<file path="src/rtl/ram512_arbiter.sv">
// ram512_arbiter: round-robin two-port front end for one ram512.
// Build option RAM512_ARBITER_CLEAR_EN zero-fills the RAM after reset.
module ram512_arbiter #(
  parameter int DATA_WIDTH     = 16,
  parameter int ADDR_WIDTH     = 9,
  parameter int FIRST_PRIORITY = 0
) (
  input  logic                  clk,
  input  logic                  rst_n,
  input  logic                  p0_req_valid,
  output logic                  p0_req_ready,
  input  logic                  p0_req_write,
  input  logic [ADDR_WIDTH-1:0] p0_req_address,
  input  logic [DATA_WIDTH-1:0] p0_req_data,
  output logic                  p0_rsp_valid,
  output logic [DATA_WIDTH-1:0] p0_rsp_data,
  input  logic                  p1_req_valid,
  output logic                  p1_req_ready,
  input  logic                  p1_req_write,
  input  logic [ADDR_WIDTH-1:0] p1_req_address,
  input  logic [DATA_WIDTH-1:0] p1_req_data,
  output logic                  p1_rsp_valid,
  output logic [DATA_WIDTH-1:0] p1_rsp_data,
  output logic [DATA_WIDTH-1:0] mem_in,
  output logic [ADDR_WIDTH-1:0] mem_address,
  output logic                  mem_load,
  input  logic [DATA_WIDTH-1:0] mem_out,
  output logic                  busy
);

  typedef struct packed {
    logic                  write;
    logic                  port;
    logic [ADDR_WIDTH-1:0] addr;
    logic [DATA_WIDTH-1:0] data;
  } cmd_t;

  logic                  ptr;
  logic                  grant0;
  logic                  grant1;
  logic                  cmd_valid;
  cmd_t                  cmd;
  logic [ADDR_WIDTH-1:0] clr_addr;

`ifdef RAM512_ARBITER_CLEAR_EN
  logic [ADDR_WIDTH:0] clr_cnt;

  // Clear sweep: one address per cycle until the top bit sets.
  always_ff @(posedge clk or negedge rst_n) begin
    if (!rst_n) begin
      clr_cnt <= '0;
    end else if (!clr_cnt[ADDR_WIDTH]) begin
      clr_cnt <= clr_cnt + (ADDR_WIDTH+1)'(1);
    end
  end

  assign busy     = rst_n & ~clr_cnt[ADDR_WIDTH];
  assign clr_addr = clr_cnt[ADDR_WIDTH-1:0];
`else
  assign busy     = 1'b0;
  assign clr_addr = '0;
`endif

  // Round-robin grant; rst_n gating keeps ready low while in reset.
  always_comb begin
    grant0 = 1'b0;
    grant1 = 1'b0;
    if (rst_n && !busy) begin
      unique case (1'b1)
        p0_req_valid && p1_req_valid: begin
          grant0 = ~ptr;
          grant1 = ptr;
        end
        p0_req_valid && !p1_req_valid: grant0 = 1'b1;
        !p0_req_valid && p1_req_valid: grant1 = 1'b1;
        default: ;
      endcase
    end
  end

  assign p0_req_ready = grant0;
  assign p1_req_ready = grant1;

  // Pointer always moves to the port that lost or was absent.
  always_ff @(posedge clk or negedge rst_n) begin
    if (!rst_n) begin
      ptr <= (FIRST_PRIORITY != 0);
    end else if (grant0) begin
      ptr <= 1'b1;
    end else if (grant1) begin
      ptr <= 1'b0;
    end
  end

  // Command register; also tracks the last clear address so the
  // RAM pins hold steady once the sweep ends.
  always_ff @(posedge clk or negedge rst_n) begin
    if (!rst_n) begin
      cmd_valid <= 1'b0;
      cmd       <= '0;
    end else begin
      cmd_valid <= grant0 | grant1;
      if (busy) begin
        cmd.addr <= clr_addr;
        cmd.data <= '0;
      end else if (grant0) begin
        cmd <= '{write: p0_req_write, port: 1'b0,
                 addr: p0_req_address, data: p0_req_data};
      end else if (grant1) begin
        cmd <= '{write: p1_req_write, port: 1'b1,
                 addr: p1_req_address, data: p1_req_data};
      end
    end
  end

  assign mem_address = busy ? clr_addr : cmd.addr;
  assign mem_in      = busy ? '0 : cmd.data;
  assign mem_load    = busy | (cmd_valid & cmd.write);

  // Capture RAM data (pre-write value) for the issuing port.
  always_ff @(posedge clk or negedge rst_n) begin
    if (!rst_n) begin
      p0_rsp_valid <= 1'b0;
      p1_rsp_valid <= 1'b0;
      p0_rsp_data  <= '0;
      p1_rsp_data  <= '0;
    end else begin
      p0_rsp_valid <= cmd_valid & ~cmd.port;
      p1_rsp_valid <= cmd_valid & cmd.port;
      if (cmd_valid && !cmd.port) p0_rsp_data <= mem_out;
      if (cmd_valid && cmd.port)  p1_rsp_data <= mem_out;
    end
  end

endmodule

</file>
<file path="config.mk">
export PLATFORM = sky130hd
export DESIGN_NAME = ram512_arbiter
export DESIGN_NICKNAME = d
export VERILOG_FILES = /design/src/rtl/ram512_arbiter.sv
export SDC_FILE = /design/constraint.sdc
export NUM_CORES = 1
export LEC_CHECK = 0
export CAP_MARGIN = 20
export CORE_ASPECT_RATIO = 0.8
export CORE_MARGIN = 2
export CORE_UTILIZATION = 38
export CTS_BUF_LIST = sky130_fd_sc_hd__clkbuf_2 sky130_fd_sc_hd__clkbuf_4 sky130_fd_sc_hd__clkbuf_8
export CTS_CLUSTER_SIZE = 12
export DETAILED_ROUTE_END_ITERATION = 8
export PLACE_DENSITY_LB_ADDON = 0.15
export SETUP_SLACK_MARGIN = 0.02
export SLEW_MARGIN = 20
export SYNTH_ARGS = -nofsm -noshare
export SYNTH_HDL_FRONTEND = slang
export SYNTH_SLANG_ARGS = --single-unit
</file>
<file path="constraint.sdc">
create_clock -name clk -period 1.4 [get_ports clk]
set_clock_uncertainty 0.05 [all_clocks]
set_input_delay 0.21 -clock clk [delete_from_list [all_inputs] [get_ports clk]]
set_output_delay 0.21 -clock clk [all_outputs]
set_load 0.02 [all_outputs]
</file>
### Metal 3, run 1

Scale: 4 px per µm.
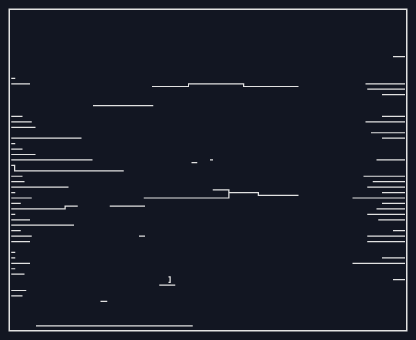
The layer holds 7.7% of the routed length. 60 nets have wire on it. The layer carries 516 µm of wire. The wires run mostly horizontal. The longest straight run is 38.9 µm.
drt total wl: 6720 µm
met3 track demand over resource: 7.36%

### Clock distribution, run 1

Scale: 4 px per µm.
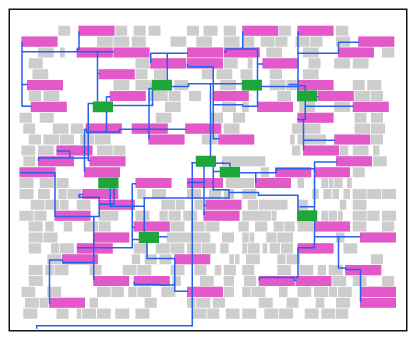
Key: green = clock drivers [count 9]; blue = clock wires [length 880 µm]; magenta = flip-flops [count 63]
There are 10 routed clock nets. Position of the flops: spread over the die.
Clock Latency Late Sink: 330 ps
part of the total power dissipated in the clock network: 29.0%
power dissipated in the clock network: 1.82 mW

### Signal wires by layer, run 1

Scale: 3 px per µm.
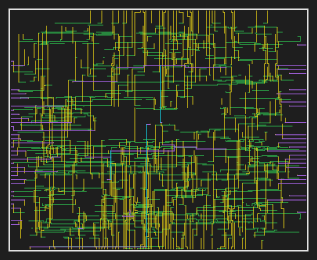
Key: purple = metal 3 [wire length 516 µm]; yellow = metal 2 [wire length 3170 µm]; cyan = metal 4 [wire length 69.4 µm]; green = metal 1 [wire length 2970 µm]
mean routed wirelength per cell: 15.9 µm
via count of the routed design: 2105
overall routing resource usage: 17.8%

### Gate families picked out, run 1

Scale: 3 px per µm.
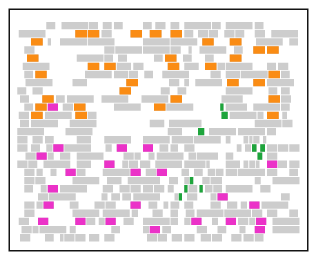
Key: magenta = non-inverting ao/oa cells [cells 23]; orange = mux cells [cells 32]; green = nand cells [cells 10]
Top cell excl fill/tap: sky130_fd_sc_hd__clkdlybuf4s50_1
final instance count without filler cells: 424

==> impl_table.tex, run 1 <==
% Synthesis and place-and-route results
\begin{tabular}{lr}
\hline
Metric & Value \\
\hline
\multicolumn{2}{l}{\textbf{Place}} \\
\quad Buffers on Ports & 133 \\
\quad Weighted congestion reported at the end of routability-driven placement & 0.771 \\
\multicolumn{2}{l}{\textbf{Finish}} \\
\quad Fraction of final layout cells with drive strength greater than 1 & 21.1\% \\
\quad NumNets Final & 404 \\
\quad Area added between synthesis and finish & 54.8\% \\
\quad Total inserted antenna cells & 0 \\
\quad Commonest cells after routing, fill and taps aside & 68 x sky130\_fd\_sc\_hd\_\_clkdlybuf4s50\_1, 63 x sky130\_fd\_sc\_hd\_\_dfrtp\_1, 61 x sky130\_fd\_sc\_hd\_\_dlygate4sd2\_1, 32 x sky130\_fd\_sc\_hd\_\_mux2\_2 \\
\multicolumn{2}{l}{\textbf{Synth}} \\
\quad Yosys cell types & 20 \\
\quad Main synth FF type & sky130\_fd\_sc\_hd\_\_dfrtp\_1 \\
\quad Number of cells in the yosys synthesis report & 211 \\
\quad Area share of the largest cell type after synthesis & 57.5\% \\
\quad Library cell occupying the most area in the post-synthesis netlist & sky130\_fd\_sc\_hd\_\_dfrtp\_1 \\
\quad Syn Nets & 283 \\
\quad Top area cells in the synthesized netlist & sky130\_fd\_sc\_hd\_\_dfrtp\_1 57\%, sky130\_fd\_sc\_hd\_\_mux2\_2 13\%, sky130\_fd\_sc\_hd\_\_a221o\_1 8.4\% \\
\quad Flip-flop and latch count after synthesis & 63 \\
\quad Syn Area/Cell & 13.0 µm² \\
\quad Synthesized chip area reported by yosys & 0.00274 mm² \\
\quad Synthesized area & 0.00274 mm² \\
\quad Synthesis warning total & 0 \\
\quad Share of flip-flops with an asynchronous set or reset & 100\% \\
\multicolumn{2}{l}{\textbf{Final timing}} \\
\quad Setup violations, final & 0 \\
\quad Final worst-path cycle share & 98.1\% \\
\quad Tightest Pin Transition & 703 ps \\
\quad Max Fclk & 728 MHz \\
\quad Max Transition Viols Final & 0 \\
\quad Worst slew margin relative to its limit & 53.1\% \\
\quad Setup repair after global routing missed its margin & yes \\
\quad Fin crit period & 1370 ps \\
\multicolumn{2}{l}{\textbf{Flow run}} \\
\quad Tool warnings & 28 \\
\quad MaxCap Viol Count & 0 \\
\multicolumn{2}{l}{\textbf{Worst setup path}} \\
\quad Origin of the worst setup path & ptr \\
\quad Endpoint of the most critical setup path & p0\_req\_ready \\
\quad Startpoint-to-endpoint class of the critical path & register to output pin \\
\quad Reg2Reg Launch Point & ptr \\
\quad Critical path launch point type & register \\
\quad Number of cells on the worst reg-to-reg path & 4 \\
\quad Arrival time at the worst endpoint & 1110 ps \\
\quad Required arrival time at the worst endpoint & 1140 ps \\
\quad Max Fanout on Critical Path & 5 \\
\quad Endpoint of the worst-slack reg-to-reg timing path & mem\_in[5] \\
\quad Reg2reg setup slack & 60 ps \\
\quad Crit path capture type & output pin \\
\multicolumn{2}{l}{\textbf{Route}} \\
\quad Starting DRT DRC Count & 59 \\
\quad Detailed Routing Iterations Pass 1 & 4 \\
\quad Post-detailed-route count of antenna-violating nets & 0 \\
\quad Routed via count divided by cell count & 4.96 \\
\multicolumn{2}{l}{\textbf{Clock network}} \\
\quad CTS Buffer Depth & 2 \\
\quad Root buffer cell & sky130\_fd\_sc\_hd\_\_clkbuf\_8 \\
\quad Number of setup buffers added after CTS & 0 \\
\quad Clock slew seen by the registers of the worst setup and hold paths & 60 ps \\
\quad H-tree depth & 3 \\
\quad CTS sink cnt & 63 \\
\multicolumn{2}{l}{\textbf{Floorplan}} \\
\quad Number of cell rows & 27 \\
\quad Total I/O pin count & 135 \\
\quad Area of the core & 0.00693 mm² \\
\quad Init Core Util & 39.6\% \\
\quad Chip area & 0.00792 mm² \\
\multicolumn{2}{l}{\textbf{GRT}} \\
\quad Wire length of the first global-routing pass & 10800 µm \\
\quad Antenna violations before repair & 0 \\
\quad Number of global-route vias before repair & 2094 \\
\multicolumn{2}{l}{\textbf{Run status}} \\
\quad Status & complete, no violations \\
\multicolumn{2}{l}{\textbf{Hold path}} \\
\quad Type of the tightest min-delay check & input pin to asynchronous set/reset pin \\
\multicolumn{2}{l}{\textbf{Pwr}} \\
\quad Leakage & 2.02 nW \\
\quad Post-layout power & 6.30 mW \\
\quad P per Cell Area & 1480 mW/mm² \\
\hline
\end{tabular}
-- run 1: area by class of cell --
type | instances | area [µm²]
tap | 87 | 109
fill | 584 | 2680
clock buffer | 13 | 166
multi-input combinational | 106 | 890
clock inverter | 3 | 65.1
timing repair buffer | 148 | 1420
sequential | 63 | 1580
inverter | 4 | 15.0
-- run 1: where the power goes --
part | total [mW] | switching [mW] | internal, mW
clock | 1.82 | 0.687 | 1.14
combinational | 2.03 | 1.03 | 0.993
sequential | 2.44 | 0.197 | 2.25
total | 6.30 | 1.92 | 4.38
-- run 1: metrics by stage --
| stage | hold WS, ps | setup WS (ps) | instance area (µm²) | utilization, % | std cells |
|---|---|---|---|---|---|
| after floorplan | -136 | 75.8 | 2740 | - | 211 |
| after global placement | 102 | -466 | 4070 | 58.7 | 406 |
| after detailed placement | 110 | -475 | 4070 | 58.7 | 406 |
| after CTS | 42.9 | 19.2 | 4250 | 61.3 | 424 |
| after global routing | 91.9 | -22.1 | 4250 | 61.3 | 424 |
| final | 18.6 | 26.5 | 4250 | 61.3 | 424 |
-- run 1: what timing repair did --
action                                  4_1_cts  5_1_grt
resized                                      79        1
endpoints found under the setup margin       62       10
hold endpoints to repair                      9        0
pin swaps                                     1        1
hold buffers                                  2        0
-- run 1: cells by family (layout without fill, tap and decap cells) --
logic type	after synthesis	in the layout	share of synthesized area [%]
simple gates	40	40	8.17
buf+inv	42	168	10.6
mux	32	32	13.1
compound gates	33	33	10.5
flops	63	63	57.5
other cells	1	1	0.137
-- run 1: flip-flops by register name, summed over array words and instances, names as in the netlist --
register      flops
cmd               2
cmd_valid         1
mem_address       9
mem_in           16
p0_rsp_data      16
p0_rsp_valid      1
p1_rsp_data      16
p1_rsp_valid      1
ptr               1
-- run 1: layer usage --
layer | GRT usage [%] | share of wire [%] | up-vias
met2 | 27.3 | 47 | 73
met4 | 4.93 | 1.0 | 0
li1 | - | - | 985
met1 | 23.4 | 44 | 1040
met5 | 0 | 0 | -
met3 | 7.36 | 7.7 | 7
-- run 1: critical path: stages, from the launching register on --
cell	delay [ps]
sky130_fd_sc_hd__dfrtp_1	420
sky130_fd_sc_hd__and2_4	170
sky130_fd_sc_hd__nor2_4	70
sky130_fd_sc_hd__buf_6	120
-- run 1: cell usage after synthesis, types with 2 or more instances --
cell type,n
sky130_fd_sc_hd__a221o_1,23
sky130_fd_sc_hd__a31oi_1,3
sky130_fd_sc_hd__and2_1,3
sky130_fd_sc_hd__and3_1,23
sky130_fd_sc_hd__buf_2,7
sky130_fd_sc_hd__buf_4,27
sky130_fd_sc_hd__buf_6,3
sky130_fd_sc_hd__dfrtp_1,63
sky130_fd_sc_hd__inv_1,3
sky130_fd_sc_hd__mux2_2,32
sky130_fd_sc_hd__nand2_1,5
sky130_fd_sc_hd__nand2b_1,2
sky130_fd_sc_hd__nand3_1,3
sky130_fd_sc_hd__nor2_1,4
sky130_fd_sc_hd__o21ai_0,5
### Clock wiring as the flow saved it, run 1

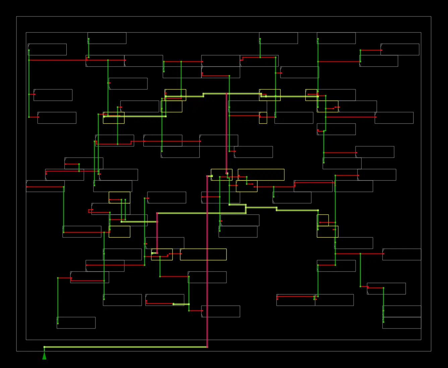

--- run 2 (diff from run 1) ---
- SETUP_SLACK_MARGIN: 0.02 -> 0.3
### Clock wiring as the flow saved it, run 2

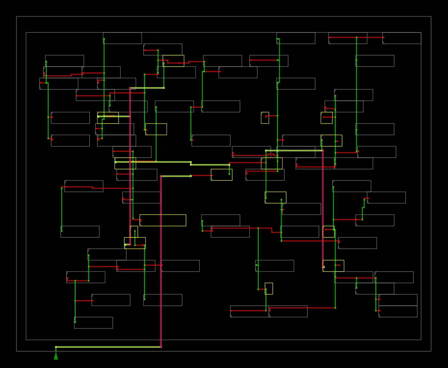
clock buffer count from CTS: 9
power dissipated in the clock network: 1.58 mW
CTS sink cnt: 63

==> impl_table.tex, run 2 <==
% Synthesis and place-and-route results
\begin{tabular}{lr}
\hline
Metric & Value \\
\hline
\multicolumn{2}{l}{\textbf{Synth}} \\
\quad Top cells by count, synth & 63 x sky130\_fd\_sc\_hd\_\_dfrtp\_1, 32 x sky130\_fd\_sc\_hd\_\_mux2\_2, 27 x sky130\_fd\_sc\_hd\_\_buf\_4, 23 x sky130\_fd\_sc\_hd\_\_a221o\_1, 23 x sky130\_fd\_sc\_hd\_\_and3\_1 \\
\quad Area share of the largest cell type after synthesis & 57.5\% (unchanged) \\
\quad Syn Nets & 283 (unchanged) \\
\quad Number of cells in the yosys synthesis report & 211 (unchanged) \\
\quad Yosys cell types & 20 (unchanged) \\
\quad Top area cells in the synthesized netlist & sky130\_fd\_sc\_hd\_\_dfrtp\_1 57\%, sky130\_fd\_sc\_hd\_\_mux2\_2 13\%, sky130\_fd\_sc\_hd\_\_a221o\_1 8.4\% \\
\quad Adders+Majority by Area & 0\% (unchanged) \\
\quad Share of synthesized cell area in and-or and or-and compound cells & 10.5\% (unchanged) \\
\quad Area share of xor/xnor cells in the synthesized design & 0\% (unchanged) \\
\quad Synthesis warning total & 0 (unchanged) \\
\quad Multiplexer area fraction after synthesis & 13.1\% (unchanged) \\
\quad And+or+nand+nor area frac & 8.17\% (unchanged) \\
\quad Main synth FF type & sky130\_fd\_sc\_hd\_\_dfrtp\_1 \\
\quad Synth logic family & multiplexers \\
\quad Share of synthesized area occupied by flip-flops and latches & 57.5\% \\
\quad Synthesized area & 0.00274 mm² (unchanged) \\
\quad EDFF count, synth & 0 \\
\quad Synthesized chip area reported by yosys & 0.00274 mm² (unchanged) \\
\quad Syn Area/Cell & 13.0 µm² (unchanged) \\
\quad Library cell occupying the most area in the post-synthesis netlist & sky130\_fd\_sc\_hd\_\_dfrtp\_1 \\
\quad Share of flip-flops with an asynchronous set or reset & 100\% (unchanged) \\
\quad Cell count after synthesis & 211 \\
\quad Flip-flop and latch count after synthesis & 63 (unchanged) \\
\quad Most repeated cell in the gate-level netlist after synthesis & sky130\_fd\_sc\_hd\_\_dfrtp\_1 \\
\multicolumn{2}{l}{\textbf{Floorplan}} \\
\quad Die Span X & 99.0 µm \\
\quad Number of cell rows & 27 (unchanged) \\
\quad Total I/O pin count & 135 (unchanged) \\
\quad Y dimension of the die & 80.0 µm \\
\quad Chip area & 0.00792 mm² (unchanged) \\
\quad Area of the core & 0.00693 mm² (unchanged) \\
\quad Init Core Util & 39.6\% (unchanged) \\
\multicolumn{2}{l}{\textbf{Pwr}} \\
\quad Peak ir drop on the vdd network & 0.000849 V \\
\quad Switching component of the power & 2.26 mW (+18\%) \\
\quad Combinational Power Share & 44.1\% (+12 points) \\
\quad P per Cell Area & 1450 mW/mm² (-1.9\%) \\
\quad Fraction of power consumed by sequential logic & 34.7\% (-4.1 points) \\
\quad Int Pwr & 5.19 mW (+18\%) \\
\quad Leakage & 2.51 nW (+24\%) \\
\quad Share of total power consumed by net switching & 30.3\% (-0.14 points) \\
\multicolumn{2}{l}{\textbf{GRT}} \\
\quad Final global-route overflow total & 0 \\
\quad Overall routing resource usage & 20.0\% (+2.1 points) \\
\quad Number of global-route vias before repair & 2332 (+11\%) \\
\quad Wire length of the first global-routing pass & 12100 µm (+12\%) \\
\quad Antenna violations before repair & 0 (unchanged) \\
\quad Pin count of the biggest net entering global routing & 64 \\
\multicolumn{2}{l}{\textbf{Route}} \\
\quad M1 wire length & 3550 µm (+20\%) \\
\quad DRC violations left & 0 \\
\quad Routed length on met2 & 4010 µm (+26\%) \\
\quad Routed via count divided by cell count & 4.84 (-2.5\%) \\
\quad Detailed Routing Iterations Pass 1 & 5 (+1) \\
\quad Mean routed wirelength per cell & 17.0 µm (+7.2\%) \\
\quad Starting DRT DRC Count & 80 (+36\%) \\
\quad Drt total wl & 8110 µm (+21\%) \\
\quad DR WL met3 & 419 µm (-19\%) \\
\quad Via count of the routed design & 2309 (+9.7\%) \\
\quad Post-detailed-route count of antenna-violating nets & 0 (unchanged) \\
\quad DR top layer & met4 \\
\multicolumn{2}{l}{\textbf{Worst setup path}} \\
\quad Max Fanout on Critical Path & 12 (+7) \\
\quad Startpoint-to-endpoint class of the critical path & register to register \\
\quad Reg2reg setup slack & -5 ps (-70 ps) \\
\quad Arrival time at the worst endpoint & 1570 ps (+460 ps) \\
\quad Endpoint of the worst-slack reg-to-reg timing path & mem\_address[1] \\
\quad Reg2Reg Launch Point & ptr \\
\quad Critical path launch point type & register \\
\quad Number of cells on the worst reg-to-reg path & 5 (+1) \\
\quad Crit path capture type & register \\
\quad Required arrival time at the worst endpoint & 1560 ps (+420 ps) \\
\multicolumn{2}{l}{\textbf{Place}} \\
\quad Buffers on Ports & 133 (unchanged) \\
\quad Weighted congestion reported at the end of routability-driven placement & 0.804 (+4.2\%) \\
\quad Detailed Place HPWL & 4820 µm \\
\multicolumn{2}{l}{\textbf{Finish}} \\
\quad NumNets Final & 457 (+13\%) \\
\quad Fraction of final layout cells with drive strength greater than 1 & 51.8\% (+31 points) \\
\quad Number of filler instances in the final layout & 483 (-17\%) \\
\quad Total inserted antenna cells & 0 (unchanged) \\
\quad Area added between synthesis and finish & 86.5\% \\
\quad Utilization of the core after routing & 73.9\% (+13 points) \\
\quad Top cell excl fill/tap & sky130\_fd\_sc\_hd\_\_clkdlybuf4s50\_1 \\
\quad Commonest cells after routing, fill and taps aside & 68 x sky130\_fd\_sc\_hd\_\_clkdlybuf4s50\_1, 65 x sky130\_fd\_sc\_hd\_\_buf\_6, 62 x sky130\_fd\_sc\_hd\_\_dfrtp\_1, 53 x sky130\_fd\_sc\_hd\_\_buf\_4, 32 x sky130\_fd\_sc\_hd\_\_mux2\_4 \\
\multicolumn{2}{l}{\textbf{Final timing}} \\
\quad Final critical-path setup slack & -5.33 ps (-31.8 ps) \\
\quad Setup violations, final & 2 (+2) \\
\quad Hold Slack & 154 ps (+135 ps) \\
\quad Max Transition Viols Final & 0 (unchanged) \\
\quad Fin crit period & 1410 ps (+31.8 ps) \\
\quad Tightest Pin Transition & 796 ps (+92.1 ps) \\
\quad Worst slew margin relative to its limit & 47.0\% (-6.1 points) \\
\quad Setup repair after global routing missed its margin & yes \\
\quad Max Fclk & 712 MHz (-2.3\%) \\
\quad Final worst-path cycle share & 100\% (+2.3 points) \\
\quad TNS Setup & -9.85 ps \\
\quad Number of hold-slack violations in the final timing report & 0 \\
\multicolumn{2}{l}{\textbf{Clock network}} \\
\quad H-tree depth & 3 (unchanged) \\
\quad Clock Latency Late Sink & 330 ps (about the same) \\
\quad Hold Buf Count CTS & 0 (-2) \\
\quad Root buffer cell & sky130\_fd\_sc\_hd\_\_clkbuf\_8 \\
\quad Clock slew seen by the registers of the worst setup and hold paths & 70 ps (about the same) \\
\quad CTS Buffer Depth & 2 (unchanged) \\
\quad TritonCTS clock tree & built \\
\multicolumn{2}{l}{\textbf{Run status}} \\
\quad Violated checks & negative setup slack \\
\quad Status & complete, but fails checks \\
\multicolumn{2}{l}{\textbf{Flow run}} \\
\quad Tool warnings & 29 (+3.6\%) \\
\quad MaxCap Viol Count & 0 (unchanged) \\
\multicolumn{2}{l}{\textbf{Hold path}} \\
\quad Type of the tightest min-delay check & input pin to asynchronous set/reset pin \\
\hline
\end{tabular}
### Clock distribution, run 2

Scale: 4 px per µm.
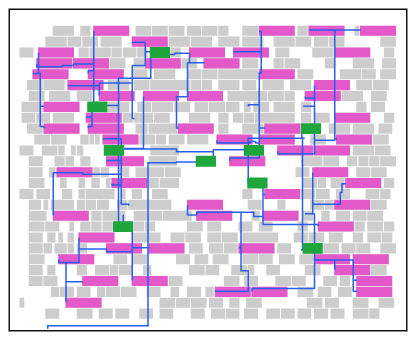
Key: magenta = flip-flops [count 63]; green = clock drivers [count 9]; blue = clock wires [length 831 µm]
Position of the flops: spread over the die.
part of the total power dissipated in the clock network: 21.3%

[run 2: netlist changes by cell type in the layout (fill, tap and decap cells not counted), sizes merged]
cell          previous run  this run
bufinv                   2         1
dlygate4sd3              2         0
clkinv                   1         3
buf                     17       130
dlygate4sd2             61         1
dlymetal6s2s             0         1
[run 2: critical path, stage by stage (launching register included)]
cell and delay [ps]:
sky130_fd_sc_hd__dfrtp_1 420, sky130_fd_sc_hd__inv_2 80, sky130_fd_sc_hd__a21oi_4 70, sky130_fd_sc_hd__buf_4 170, sky130_fd_sc_hd__clkbuf_16 170, sky130_fd_sc_hd__a221o_1 330
[run 2: worst max path at each step]
stage                 start        endpoint  cells after the start
3_5_place_dp   p1_req_valid    p1_req_ready                      4
2_1_floorplan           ptr  mem_address[0]                      4
5_1_grt                 ptr    p1_req_ready                      3
4_1_cts                 ptr    p1_req_ready                      3
3_3_place_gp   p1_req_valid    p1_req_ready                      4
6_report                ptr  mem_address[1]                      5
[run 2: power groups by stage]
stage / logic [mW] / clock network (mW) / registers, mW
6_report: 3.28 / 1.58 / 2.58
5_1_grt: 3.44 / 1.71 / 2.62
4_1_cts: 2.91 / 1.63 / 2.58
3_5_place_dp: 2.39 / 0 / 2.50
3_3_place_gp: 2.35 / 0 / 2.49
2_1_floorplan: 0.917 / 0 / 2.85
[run 2: area by class of cell]
| type | instances | area [µm²] | area share (%) |
|---|---|---|---|
| clock buffers | 12 | 153 | 2.98 |
| clock inverters | 4 | 45.0 | 0.881 |
| inverters | 4 | 15.0 | 0.294 |
| multi-input cells | 106 | 1100 | 21.6 |
| flip-flops and latches | 63 | 1580 | 30.8 |
| well taps | 87 | 109 | 2.13 |
| repair buffers | 201 | 2110 | 41.3 |
[run 2: metrics by stage]
stage	std cells	area, µm²	power (mW)	worst slack (ps)
2_1_floorplan	211	2850	3.77	188
5_1_grt	477	5110	7.77	-68.7
6_report	477	5110	7.44	-5.33
3_5_place_dp	410	4160	4.89	-504
4_1_cts	449	4870	7.11	-31.8
3_3_place_gp	410	4160	4.84	-475
[run 2: timing repair]
action | in CTS | in global routing
setup endpoints to repair | 121 | 122
resized | 424 | 4
buffers inserted | 19 | 27
cloned | 4 | 1
pin swaps | 14 | 5
[run 2: metal layers]
metal	GRT usage [%]	vias to the layer above
met4	8.08	0
met3	4.55	10
met1	26.8	1128
li1	-	1094
met5	0	-
met2	31.6	77
[run 2: kinds of logic (layout without fill, tap and decap cells)]
group / Yosys count / after routing
buffers and inverters: 42 / 221
and+or+nand+nor: 40 / 40
muxes: 32 / 32
other: 1 / 1
AOI/OAI and AO/OA: 33 / 33
DFF: 63 / 63
Power is estimated from default activity; no workload was simulated.
